### config.mk
export PLATFORM = sky130hd
export DESIGN_NAME = pulse_train_controller
export DESIGN_NICKNAME = d
export VERILOG_FILES = /design/src/rtl/pulse_train_pkg.sv /design/src/rtl/pulse_period_counter.sv /design/src/rtl/pulse_train_controller.sv
export SDC_FILE = /design/constraint.sdc
export NUM_CORES = 1
export LEC_CHECK = 0
export ABC_AREA = 0
export CAP_MARGIN = 20
export CORE_UTILIZATION = 50
export DETAILED_ROUTE_END_ITERATION = 10
export MAX_ROUTING_LAYER = met4
export PLACE_DENSITY = 0.8
export SYNTH_ARGS = -nofsm -noshare
export SYNTH_HDL_FRONTEND = slang
export SYNTH_HIERARCHICAL = 1
export SYNTH_SLANG_ARGS = --single-unit
### constraint.sdc
create_clock -name clk -period 4.61 [get_ports clk]
set_input_delay 1.1525 -clock clk [delete_from_list [all_inputs] [get_ports clk]]
set_output_delay 1.1525 -clock clk [all_outputs]
set_load 0.02 [all_outputs]
### src/rtl/pulse_train_pkg.sv
// Shared types and default sizing for the pulse train sequencer.
package pulse_train_pkg;

  typedef enum logic [1:0] {
    ST_IDLE = 2'd0,
    ST_RUN  = 2'd1,
    ST_DONE = 2'd2
  } state_t;

  localparam int CNT_W_DEFAULT          = 5;
  localparam int BURST_W_DEFAULT        = 8;
  localparam int DEFAULT_PERIOD_DEFAULT = 20;

endpackage

### src/rtl/pulse_period_counter.sv
// Loadable period down-counter; reloads its latched value on reaching zero
// and presents a registered flag that is high whenever the count is zero.
module pulse_period_counter #(
  parameter int CNT_W = 5
) (
  input  logic             clk,
  input  logic             rst_n,
  input  logic             load_i,
  input  logic [CNT_W-1:0] load_val_i,
  input  logic             en_i,
  output logic             zero_o
);

  logic [CNT_W-1:0] cnt_q;
  logic [CNT_W-1:0] cnt_d;
  logic [CNT_W-1:0] reload_q;
  logic             zero_q;

  always_comb begin
    cnt_d = cnt_q;
    if (load_i) begin
      cnt_d = load_val_i;
    end else if (en_i) begin
      cnt_d = (cnt_q == '0) ? reload_q : cnt_q - CNT_W'(1);
    end
  end

  // zero_q is computed from the next count so it tracks cnt_q exactly.
  always_ff @(posedge clk or negedge rst_n) begin
    if (!rst_n) begin
      cnt_q    <= '0;
      reload_q <= '0;
      zero_q   <= 1'b1;
    end else begin
      cnt_q  <= cnt_d;
      zero_q <= (cnt_d == '0);
      if (load_i) begin
        reload_q <= load_val_i;
      end
    end
  end

  assign zero_o = zero_q;

endmodule

### src/rtl/pulse_train_controller.sv
// Run-time programmable burst/continuous pulse train sequencer.
// Optional sticky completion interrupt when PULSE_TRAIN_IRQ_EN is defined.
module pulse_train_controller
  import pulse_train_pkg::*;
#(
  parameter int CNT_W          = CNT_W_DEFAULT,
  parameter int BURST_W        = BURST_W_DEFAULT,
  parameter int DEFAULT_PERIOD = DEFAULT_PERIOD_DEFAULT
) (
  input  logic               clk,
  input  logic               rst_n,
  input  logic [CNT_W-1:0]   cfg_period,
  input  logic [BURST_W-1:0] cfg_count,
  input  logic               start,
  input  logic               stop,
  output logic               ready,
  output logic               busy,
  output logic               pulse,
  output logic               done,
  output logic [BURST_W-1:0] pulses_left
`ifdef PULSE_TRAIN_IRQ_EN
  ,
  input  logic               irq_clr,
  output logic               irq
`endif
);

  state_t             state_q;
  logic               pulse_q;
  logic               cont_q;
  logic [BURST_W-1:0] left_q;

  logic               accept;
  logic               cnt_en;
  logic               cnt_zero;
  logic [CNT_W-1:0]   period_eff;
  logic [CNT_W-1:0]   reload_val;

  assign accept     = (state_q == ST_IDLE) && start && !stop;
  assign cnt_en     = (state_q == ST_RUN) && !stop;
  assign period_eff = (cfg_period == '0) ? CNT_W'(DEFAULT_PERIOD) : cfg_period;
  assign reload_val = period_eff - CNT_W'(1);

  pulse_period_counter #(
    .CNT_W(CNT_W)
  ) u_period_cnt (
    .clk        (clk),
    .rst_n      (rst_n),
    .load_i     (accept),
    .load_val_i (reload_val),
    .en_i       (cnt_en),
    .zero_o     (cnt_zero)
  );

  // Leaving RUN happens on the edge that issues the pulse after which nothing remains.
  always_ff @(posedge clk or negedge rst_n) begin
    if (!rst_n) begin
      state_q <= ST_IDLE;
      pulse_q <= 1'b0;
      cont_q  <= 1'b0;
      left_q  <= '0;
    end else begin
      case (state_q)
        ST_IDLE: begin
          pulse_q <= 1'b0;
          if (accept) begin
            pulse_q <= 1'b1;
            cont_q  <= (cfg_count == '0);
            left_q  <= (cfg_count == '0) ? '0 : cfg_count - BURST_W'(1);
            state_q <= (cfg_count == BURST_W'(1)) ? ST_DONE : ST_RUN;
          end
        end
        ST_RUN: begin
          pulse_q <= 1'b0;
          if (stop) begin
            left_q  <= '0;
            state_q <= ST_IDLE;
          end else if (cnt_zero) begin
            pulse_q <= 1'b1;
            if (left_q != '0) begin
              left_q <= left_q - BURST_W'(1);
            end
            if (!cont_q && (left_q == BURST_W'(1))) begin
              state_q <= ST_DONE;
            end
          end
        end
        ST_DONE: begin
          pulse_q <= 1'b0;
          state_q <= ST_IDLE;
        end
        default: begin
          pulse_q <= 1'b0;
          state_q <= ST_IDLE;
        end
      endcase
    end
  end

  assign ready       = (state_q == ST_IDLE);
  assign busy        = (state_q == ST_RUN) || (state_q == ST_DONE);
  assign done        = (state_q == ST_DONE);
  assign pulse       = pulse_q;
  assign pulses_left = left_q;

`ifdef PULSE_TRAIN_IRQ_EN
  logic irq_q;

  always_ff @(posedge clk or negedge rst_n) begin
    if (!rst_n) begin
      irq_q <= 1'b0;
    end else if (done) begin
      irq_q <= 1'b1;
    end else if (irq_clr) begin
      irq_q <= 1'b0;
    end
  end

  assign irq = irq_q;
`endif

endmodule

Figure 1. Met1 routing.
Supply wires on this layer in grey.
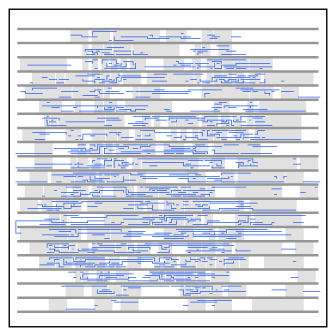
share of all routed wire = 43%
main direction = horizontal
longest straight run = 22.1 um
DR vias: 1686
total wire length: 4.46 mm
GRT met1 Usage: 0.395

Figure 2. Cell sizes after repair.
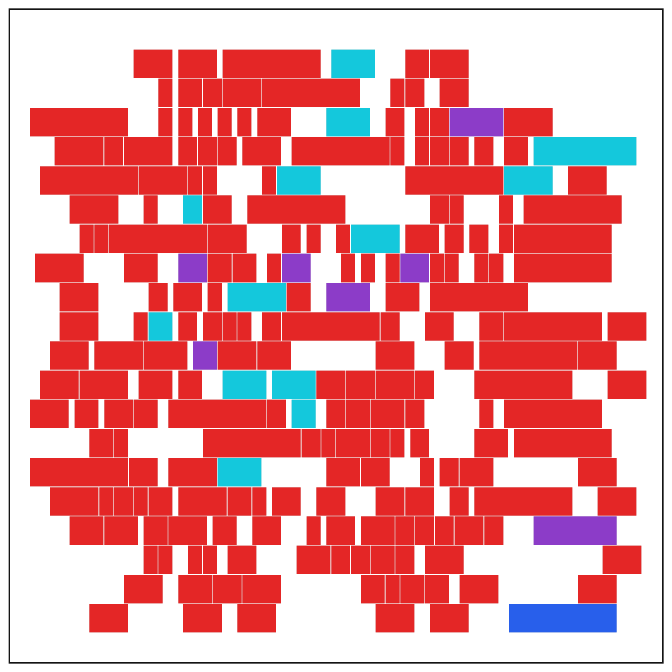
_0 and _1 cells -> red  # cells 205, share 91%
_6 and larger -> blue  # cells 1, share 0.44%
_2 cells -> cyan  # cells 13, share 5.8%
_3 and _4 cells -> purple  # cells 7, share 3.1%
Area growth syn-to-layout: 21.5%
non-clock buffer instance count of the final layout: 29
Final Cell Area: 2100 um2
fin worst setup slack: 1560 ps

Figure 3. Cells coloured by class.
Bar = 20 um.
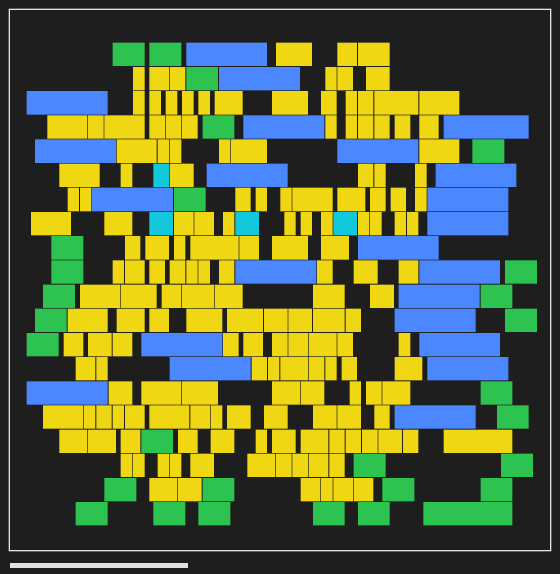
sequential cells -> blue  # cells 23, share of their area 28%
remaining buffers and delay cells -> green  # cells 29, share of their area 15%
combinational and other logic -> yellow  # cells 170, share of their area 55%
clock drivers and dummy loads -> cyan  # cells 4, share of their area 1.3%
Seq area share: 0.275
fin util: 0.665
Core Rows: 20

==> results.txt <==
impl run done, here's what came out: layout net count=255, root buf cell=clkbuf_4, Top cells excl fill/tap=clkdlybuf4s50_1 (28), dfrtp_1 (22), inv_1 (21), nor2_1 (14), o21ai_0 (13), worst r2r src=state_q[1]$_DFFE_PN0P_, core area=3150 um2, worst hold start=cont_q$_DFFE_PN0P_, Critical Path End Type=register, DRC=0, Seq share, synth=0.334, Commonest Layout Cell=clkdlybuf4s50_1, Max-cap violations=0, port buffer count=28, Switching Power=0.570 mW, dpl cells=265, clk slew on worst S/H paths=130 ps, number of cells upsized or downsized after cts=0, Worst Hold Slack=528 ps, period utilization=0.662, vias in the first global route=1566, layout cells sized above 1=0.0929, maximum fanout along the worst path=15, Pre-antenna DRT Iters=4, synth unique cells=52, ANT cells=0, FF+latch area=577 um2, Hold Path Class=register to register, Final ANT Viol Nets=0, outcome=finished clean, fillers=279, Flop pwr share=0.333, drt via density=6.24, Tmin final=3050 ps, Tightest Pin Transition=926 ps, DR WL/cell=16.5 um, initial detailed-routing violation count=110, r2r endpoint=pulses_left[1]$_DFFE_PN0P_, Worst EP arrival=3260 ps, Post-Place Cell Area=2040 um2, YS chip area=1730 um2, CTS tree=built, initial antenna violation count=0, relative slew slack=0.374, Setup WS pre-CTS=1250 ps, Hold Path Cell Cnt=2, combinational share of power=0.591, H-tree depth=1, chip area=3690 um2, DP HPWL=3.46 mm, fp util=0.548, Achievable Freq=0.327 GHz, Syn Area/Cell=8.81 um2, CTS buffer count=3, reg2reg setup slack=2060 ps, Final TNS setup=0 ps, PD cells=583 nW/um2, Die W=60.8 um, synthesized area=1730 um2, Final Hold Vio Count=0, Critical Path RT=4820 ps, first-pass GRT wire length=7.40 mm, clock sinks=23, Overflow after GRT=0, io pins=29, syn nets=224, Int Power=0.653 mW, CP Launch Type=input pin, #FFs+latches synth=23, Multi-input gate area=1050 um2, postcts setup bufs=0, # hold bufs at CTS=0, Crit. Startpoint=stop, Die H=60.8 um, Hold EP=cont_q$_DFFE_PN0P_, Syn Inst Count=196, Setup CP Type=input pin to register, count of tool warnings=32, ys async rst share=1.00, P_leak=0.876 nW, Dominant flop cell=dfrtp_1, deepest clock path buffer count=2, Routability Congestion=0.885, Worst R2R Path Depth=7, GRT Overall Usage=0.277, unrepaired setup endpoints after global routing=no, fraction of power spent switching nets=0.466, Final Max Tran Viols=0, Non-Filler Instances=270, largest net degree at the start of global routing=24, Yosys warning total=6, Setup-failing EPs final=0, Post-synth EDFFs=0, overall power=1.22 mW, yosys cell count=196
Figure 4. Clock routing.
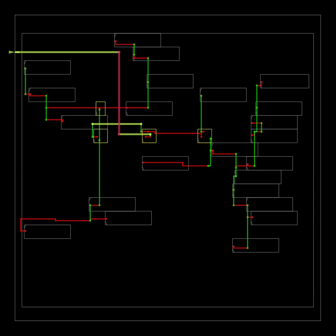
Clock Skews: 3.23 ps
clkbuf count: 3
worst skew pair latency: 310 ps

Figure 5. Clock wires, drivers and flops.
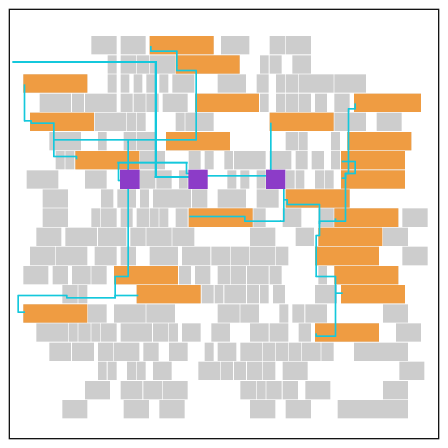
flip-flops -> orange  # count 23
clock wires -> cyan  # length 262 um
clock drivers -> purple  # count 3
routed clock nets = 4
Clk. pwr: 0.0930 mW
clock share of power: 0.076

==> how the worst max path moves through the flow <==
stage,depth (start not counted),endpoint,slack [ps]
2_1_floorplan,6,pulses_left[0]$_DFFE_PN0P_,2090
3_3_place_gp,6,pulses_left[1]$_DFFE_PN0P_,1300
3_5_place_dp,6,pulses_left[1]$_DFFE_PN0P_,1250
4_1_cts,6,pulses_left[1]$_DFFE_PN0P_,1590
5_1_grt,8,u_period_cnt/zero_o$_DFF_PN1_,1440
6_report,6,pulses_left[1]$_DFFE_PN0P_,1560
==> sequential cells by signal, summed over array words and instances (netlist names) <==
register / cells
pulse: 1
cont_q: 1
u_period_cnt/reload_q: 5
u_period_cnt/zero_o: 1
u_period_cnt/cnt_q: 5
state_q: 2
pulses_left: 8
==> Yosys cell counts, drive strengths merged (5+ instances only) <==
cell,count,area [um2]
mux2,6,67.6
o31ai,5,42.5
nand2,12,45.0
nor3,10,50.1
o21ai,14,70.1
nor2,15,58.8
a22oi,5,37.5
dfrtp,22,551
inv,22,85.1
ha,11,138
nand2b,6,37.5
a21oi,9,45.0
==> critical path, stage by stage <==
cell             delay (ps)
clkdlybuf4s50_1         500
nand2b_1                410
inv_4                   150
a221o_1                 440
nor2_2                  240
mux2_2                  360
==> power groups by stage <==
stage / combinational [mW] / clock, mW / sequential [mW]
finish: 0.723 / 0.0930 / 0.407
global route: 0.792 / 0.102 / 0.418
CTS: 0.714 / 0.0943 / 0.404
detailed placement: 0.709 / 0 / 0.409
global placement: 0.678 / 0 / 0.400
floorplan: 0.443 / 0 / 0.420
==> cell families after synthesis <==
logic type / Yosys count / share of synthesized area
simple gates: 76 / 0.263
compound gates: 52 / 0.208
buf+inv: 25 / 0.0602
flops: 23 / 0.334
fa+ha+maj: 11 / 0.0797
mux: 7 / 0.0449
xor+xnor: 2 / 0.0101
==> routing by layer <==
layer  share of wire  track usage
met1            0.43        0.395
met4           0.012       0.0487
met2            0.48        0.422
met5               0            -
met3           0.079       0.0405
==> layout make-up <==
class                   count  area share
well taps                  44      0.0262
clock inverters             1     0.00239
inverters                  22      0.0405
flip-flops and latches     23       0.275
clock buffers               3      0.0107
multi-input cells         148       0.499
repair buffers             29       0.147
Power and IR drop assume default switching activity.
